==> images/met1.png <==
Bar = 20 um.
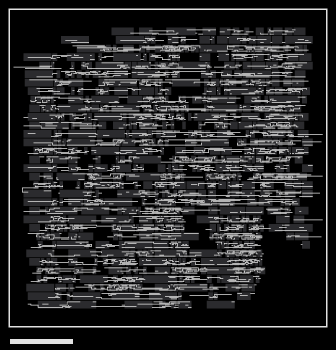
==> images/met2.png <==
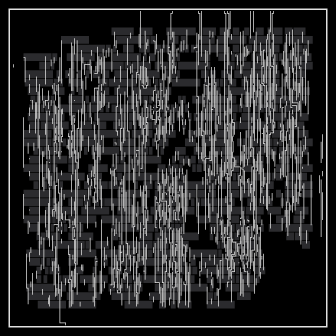
==> images/met3.png <==
Bar = 20 um.
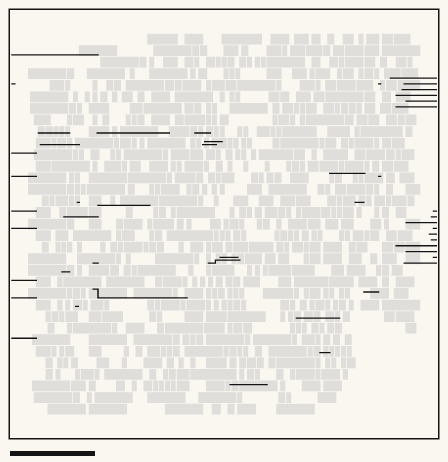
==> images/registers.png <==
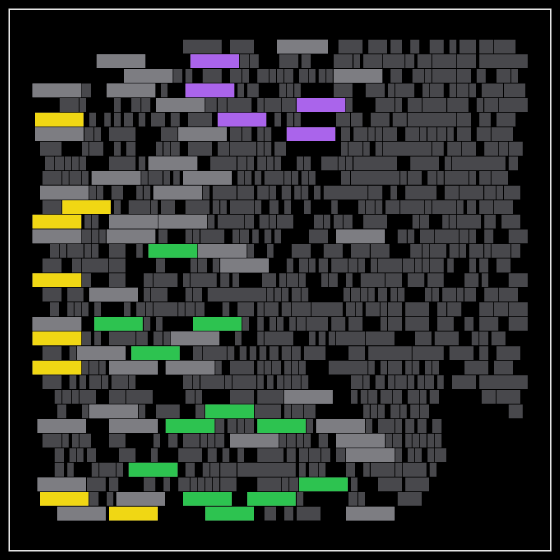
==> images/final_placement.png <==
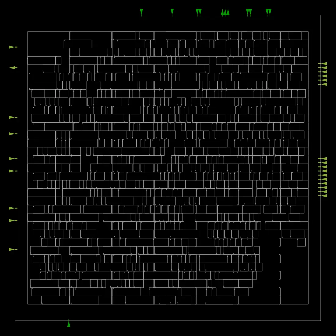
$ cat src/rtl/score_display_pkg.sv
// Shared game package: game state encodings, converter FSM states,
// colour constants and the 3x5 seven-segment style digit glyph ROM.
package score_display_pkg;

    typedef enum logic [1:0] {
        ST_INIT = 2'd0,
        ST_GAME = 2'd1,
        ST_WAIT = 2'd2
    } game_state_t;

    typedef enum logic [1:0] {
        CV_IDLE = 2'd0,
        CV_CONV = 2'd1,
        CV_LOAD = 2'd2
    } conv_state_t;

    localparam logic [2:0] COLOR_OFF   = 3'b000;
    localparam logic [2:0] COLOR_INIT  = 3'b001;
    localparam logic [2:0] COLOR_GLYPH = 3'b110;
    localparam logic [2:0] COLOR_BOX   = 3'b111;

    // Rows 0..4 are packed top to bottom, three bits each, leftmost column in
    // the most significant bit of its row.
    localparam logic [14:0] GLYPH_ROM [10] = '{
        15'b111_101_101_101_111,
        15'b001_001_001_001_001,
        15'b111_001_111_100_111,
        15'b111_001_111_001_111,
        15'b101_101_111_001_001,
        15'b111_100_111_001_111,
        15'b111_100_111_101_111,
        15'b111_001_001_001_001,
        15'b111_101_111_101_111,
        15'b111_101_111_001_111
    };

    // Returns whether the glyph cell at (row, col) of a decimal digit is lit;
    // non-decimal codes render blank.
    function automatic logic glyph_lit(input logic [3:0] digit,
                                       input logic [2:0] row,
                                       input logic [1:0] col);
        logic [3:0] bit_idx;
        bit_idx = 4'd14 - (4'(row) * 4'd3 + 4'(col));
        if (digit > 4'd9) begin
            return 1'b0;
        end
        return GLYPH_ROM[digit][bit_idx];
    endfunction

endpackage

$ cat src/rtl/score_display_bin2bcd.sv
// Sequential double-dabble binary to BCD converter. A start pulse while idle
// latches the binary value; SCORE_W shift-add-3 steps follow, and done is
// high during the cycle whose edge performs the final step.
module bin2bcd
    import score_display_pkg::*;
#(
    parameter int SCORE_W = 8,
    parameter int DIGITS  = 3
) (
    input  logic                  clk,
    input  logic                  rst,
    input  logic                  start,
    input  logic [SCORE_W-1:0]    bin,
    output logic                  busy,
    output logic                  done,
    output logic [4*DIGITS-1:0]   bcd
);

    localparam int CW = $clog2(SCORE_W + 1);
    localparam logic [CW-1:0] LAST_STEP = CW'(SCORE_W - 1);

    logic [SCORE_W-1:0]          shift_q;
    logic [CW-1:0]               step_q;
    logic [4*DIGITS-1:0]         bcd_adj;
    logic [4*DIGITS+SCORE_W-1:0] shifted;

    // One double-dabble step: bump every BCD digit of five or more by three,
    // then shift the whole BCD:binary pair left by one bit.
    always_comb begin
        bcd_adj = bcd;
        for (int i = 0; i < DIGITS; i++) begin
            if (bcd_adj[4*i +: 4] >= 4'd5) begin
                bcd_adj[4*i +: 4] = bcd_adj[4*i +: 4] + 4'd3;
            end
        end
        shifted = {bcd_adj, shift_q} << 1;
    end

    assign done = busy && (step_q == LAST_STEP);

    // Latch the operand on start, then run exactly SCORE_W steps; a reset
    // throws away whatever partial result is in flight.
    always_ff @(posedge clk or posedge rst) begin
        if (rst) begin
            busy    <= 1'b0;
            step_q  <= '0;
            shift_q <= '0;
            bcd     <= '0;
        end else if (start && !busy) begin
            busy    <= 1'b1;
            step_q  <= '0;
            shift_q <= bin;
            bcd     <= '0;
        end else if (busy) begin
            {bcd, shift_q} <= shifted;
            step_q         <= step_q + CW'(1);
            if (done) begin
                busy <= 1'b0;
            end
        end
    end

endmodule

$ cat src/rtl/score_display.sv
// Score box renderer: converts the binary score to decimal digits in the
// background, draws them as scaled 3x5 glyphs inside a strict-edged box, and
// blinks the digits while the game is in WAIT.
module score_display
    import score_display_pkg::*;
#(
    parameter int X0           = 440,
    parameter int Y0           = 20,
    parameter int BOX_W        = 150,
    parameter int BOX_H        = 110,
    parameter int SCORE_W      = 8,
    parameter int DIGITS       = 3,
    parameter int SCALE        = 8,
    parameter int BLINK_FRAMES = 30
) (
    input  logic               clk,
    input  logic               rst,
    input  logic [9:0]         x,
    input  logic [9:0]         y,
    input  logic               frame_tick,
    input  logic [SCORE_W-1:0] score,
    input  logic [1:0]         state,
    output logic [2:0]         rgb,
    output logic               busy
);

    localparam int BW = $clog2(BLINK_FRAMES + 1);
    localparam logic [BW-1:0] LAST_FRAME = BW'(BLINK_FRAMES - 1);

    conv_state_t         fsm;
    logic [SCORE_W-1:0]  last_converted;
    logic [SCORE_W-1:0]  pending_score;
    logic [4*DIGITS-1:0] disp_digits;
    logic [4*DIGITS-1:0] conv_bcd;
    logic                conv_start;
    logic                conv_busy;
    logic                conv_done;
    logic [BW-1:0]       blink_cnt;
    logic                blink_on;
    logic                in_box;
    logic                is_init;
    logic                lit;

    assign conv_start = (fsm == CV_IDLE) && (score != last_converted) && !conv_busy;

    bin2bcd #(
        .SCORE_W (SCORE_W),
        .DIGITS  (DIGITS)
    ) u_bin2bcd (
        .clk   (clk),
        .rst   (rst),
        .start (conv_start),
        .bin   (score),
        .busy  (conv_busy),
        .done  (conv_done),
        .bcd   (conv_bcd)
    );

    // Conversion sequencing: start on a score mismatch, wait out the
    // converter, then publish its digits and remember which score they show.
    always_ff @(posedge clk or posedge rst) begin
        if (rst) begin
            fsm            <= CV_IDLE;
            busy           <= 1'b0;
            last_converted <= '0;
            pending_score  <= '0;
            disp_digits    <= '0;
        end else begin
            case (fsm)
                CV_IDLE: begin
                    if (conv_start) begin
                        fsm           <= CV_CONV;
                        busy          <= 1'b1;
                        pending_score <= score;
                    end
                end
                CV_CONV: begin
                    if (conv_done) begin
                        fsm <= CV_LOAD;
                    end
                end
                CV_LOAD: begin
                    disp_digits    <= conv_bcd;
                    last_converted <= pending_score;
                    fsm            <= CV_IDLE;
                    busy           <= 1'b0;
                end
                default: begin
                    fsm  <= CV_IDLE;
                    busy <= 1'b0;
                end
            endcase
        end
    end

    // Blink phase: count frames only while waiting, flipping visibility every
    // BLINK_FRAMES frames; any other game state parks the digits visible.
    always_ff @(posedge clk or posedge rst) begin
        if (rst) begin
            blink_cnt <= '0;
            blink_on  <= 1'b1;
        end else if (state != ST_WAIT) begin
            blink_cnt <= '0;
            blink_on  <= 1'b1;
        end else if (frame_tick) begin
            if (blink_cnt == LAST_FRAME) begin
                blink_cnt <= '0;
                blink_on  <= ~blink_on;
            end else begin
                blink_cnt <= blink_cnt + BW'(1);
            end
        end
    end

    // Pixel classification: strict box test, INIT decode (code 3 counts as
    // INIT) and glyph hit test with leading zeros suppressed.
    always_comb begin
        int  xi;
        int  yi;
        int  dx;
        int  dy;
        logic [3:0] d;
        logic shown;
        xi      = {22'd0, x};
        yi      = {22'd0, y};
        dx      = 0;
        dy      = 0;
        d       = '0;
        shown   = 1'b0;
        lit     = 1'b0;
        in_box  = (xi > X0) && (xi < X0 + BOX_W) && (yi > Y0) && (yi < Y0 + BOX_H);
        is_init = !((state == ST_GAME) || (state == ST_WAIT));
        for (int i = 0; i < DIGITS; i++) begin
            d = disp_digits[4*(DIGITS-1-i) +: 4];
            if (d != 4'd0) begin
                shown = 1'b1;
            end
            dx = xi - (X0 + SCALE + i * 4 * SCALE);
            dy = yi - (Y0 + SCALE);
            if ((shown || (i == DIGITS - 1)) && (dx >= 0) && (dx < 3 * SCALE) &&
                (dy >= 0) && (dy < 5 * SCALE)) begin
                lit = lit | glyph_lit(d, 3'(dy / SCALE), 2'(dx / SCALE));
            end
        end
    end

    // Registered colour output in priority order: outside, INIT fill,
    // visible glyph, plain box background.
    always_ff @(posedge clk or posedge rst) begin
        if (rst) begin
            rgb <= COLOR_OFF;
        end else if (!in_box) begin
            rgb <= COLOR_OFF;
        end else if (is_init) begin
            rgb <= COLOR_INIT;
        end else if (lit && ((state != ST_WAIT) || blink_on)) begin
            rgb <= COLOR_GLYPH;
        end else begin
            rgb <= COLOR_BOX;
        end
    end

endmodule

$ cat config.mk
export PLATFORM = sky130hd
export DESIGN_NAME = score_display
export DESIGN_NICKNAME = d
export VERILOG_FILES = /design/src/rtl/score_display_pkg.sv /design/src/rtl/score_display_bin2bcd.sv /design/src/rtl/score_display.sv
export SDC_FILE = /design/constraint.sdc
export NUM_CORES = 1
export LEC_CHECK = 0
export ABC_AREA = 1
export CAP_MARGIN = 20
export CORE_MARGIN = 4
export CORE_UTILIZATION = 55
export CTS_CLUSTER_SIZE = 40
export DETAILED_ROUTE_END_ITERATION = 10
export PLACE_DENSITY_LB_ADDON = 0.15
export REMOVE_ABC_BUFFERS = 1
export SKIP_LAST_GASP = 1
export SLEW_MARGIN = 20
export SYNTH_ARGS = -nofsm -noshare
export SYNTH_HDL_FRONTEND = slang
export SYNTH_SLANG_ARGS = --single-unit
$ cat constraint.sdc
create_clock -name clk -period 2.45 [get_ports clk]
set_input_delay 0.245 -clock clk [delete_from_list [all_inputs] [get_ports clk]]
set_output_delay 0.245 -clock clk [all_outputs]
set_load 0.02 [all_outputs]
==> impl_metrics.ini <==
; physical design summary
[layout]
comb_share_pct = 47.3
clockBufferCount = 14
synthToLayoutAreaGrowth_pct = 26.7
multi_input_comb_cells = 433
nFillCells = 656
biggestCellCategory = logic gates
drive_gt1_share_pct = 17.9
ff_count = 64
logic_area_mm2 = 0.00283
n_all_buffers = 87
stdcell_area_mm2 = 0.00599

[final_timing]
clock.fmax_mhz = 363
finClkSkew_ns = 0.00850
tightestPinTransition_ns = 0.549
fin_crit_sh_pct = 112
finalHoldViolCount = 0
fin_ws_ns = -0.304
final-setup-viol-count = 1
fin_tns_setup_ns = -0.304

[worst_setup_path]
path_buffers = 3
crit_required_ns = 2.71
r2r_slack_ns = 0.67
crit_family = adder cells
crit_fanout = 4
end_kind = flop
cp-startpoint = y[2]
cp.arrival_ns = 3.01
path_cells = buf_8, ha_4, nand2_4, nand2_4, a2111oi_4, ha_2, ha_4, ha_4, inv_6, fa_1, inv_2, nor2_4, nand2_1, nand3_1, nor2_1, nor2_1, nand3_1, nand3_2, nand3_2, a21oi_2
critPathMostFrequentCell = ha_4
slowest_stage = fa_1
worstReg2RegEnd = rgb[0]$_DFF_PP0_
slowest_delay_ns = 0.60
crit_cells = 20

[clock_tree]
cts-root-buf = clkbuf_8
cts.clk_slew.worst_paths_ns = 0.07
hold_buffers = 0
cts_tree = done
numCtsBuffers = 9
cts.sinks = 64
post_cts.repair.setup_buffers = 6
cts_buffer_depth = 2

[yosys]
synth-warning-count = 0
most_common_cell = nand2_1
top_area_cell = dfrtp_1
synthTopCellsByCount = nand2_1 (127), inv_1 (115), dfrtp_1 (63), o21ai_0 (63), ha_1 (51)
async_flop_share_pct = 100
ys_sh_xor_pct = 2.78
ys_seq_share_pct = 33.9
top_cells_by_area = dfrtp_1 (33%), ha_1 (14%), nand2_1 (10%)
netlist_area_mm2 = 0.00472
netlist_logic_family_top = simple AND/OR/NAND/NOR gates
syn_area_per_cell_um2 = 7.56
ys_ff = 64
syn_inst = 625
ys_cells = 625
synth-main-ff-cell = dfrtp_1
top_area_share_pct = 33.4
compound_area_share_pct = 13.5

[floorplan]
die-area_mm2 = 0.0101
num_io_pins = 37
die_x_um = 101
fp.dieH_um = 101
rows = 33

[place]
placed_cell_area_mm2 = 0.00549
dp_cells = 797
io_buffers = 36
gp_congestion = 0.945

[status]
status = finished with violations
violations = setup timing

[power_and_ir_drop]
power.total_mw = 5.73
power.leakage_nw = 3.07
power_density_mw_per_mm2 = 958

[routing]
postRouteAntennaNets = 0
viasPerCell = 5.30
wl_met3_um = 291
dr.max_layer_used = met4

[global_routing]
grt.overflow.total = 0
grt_pass1_vias = 4363

[min_path]
hold_class = in -> async

[run]
openroad.warnings = 56
## Picture notes: met1.png
share of all routed wire: 44%
nets with wire on the layer: 714
wire length on this layer: 4,690 um
main direction: horizontal
longest straight run: 24.8 um
grt met1 use: 26.5%
final WL: 10,700 um
routed via count: 4,350

## Picture notes: met2.png
main direction: vertical
longest straight run: 38.1 um
share of all routed wire: 52%
nets with wire on the layer: 657
met2 Use GR: 41.0%

## Picture notes: met3.png
wire length on this layer: 291 um
share of all routed wire: 2.7%
longest straight run: 20.9 um
main direction: horizontal
GRT met3 Usage: 3.53%

## Picture notes: registers.png
legend:
  green:
    netlist_name: u_bin2bcd.bcd
    placed_flops: 12
  yellow:
    netlist_name: pending_score
    placed_flops: 8
  purple:
    netlist_name: blink_cnt
    placed_flops: 5
    where: top middle
not coloured: 39
Layout Utilization: 72.1%
Reg area: 0.00160 mm2

## Picture notes: final_placement.png
tap cells: 105
Seq area share: 26.8%
core area: 0.00830 mm2
Non-Filler Instances: 821

cells in the final DEF (no fill, tap or decap), drive strengths merged, types with 16 or more instances in the layout:
cell,n
dfrtp,63
clkdlybuf4s50,24
inv,115
nor2,45
ha,51
nand3,50
nand2,129
o21ai,63
clkbuf,17
a21oi,16
buf,55
report_power, final:
group,switching [mW],total (mW),internal (mW)
clock network,0.391,1.05,0.658
registers,0.338,1.84,1.50
logic,1.68,2.85,1.17
total,2.41,5.73,3.32
flip-flops by register name, summed over array words and instances, names as in the netlist:
register / flops
last_converted: 8
u_bin2bcd.step_q: 4
u_bin2bcd.bcd: 12
blink_on: 1
busy: 1
fsm: 2
disp_digits: 12
u_bin2bcd.shift_q: 8
rgb: 2
blink_cnt: 5
pending_score: 8
u_bin2bcd.busy: 1
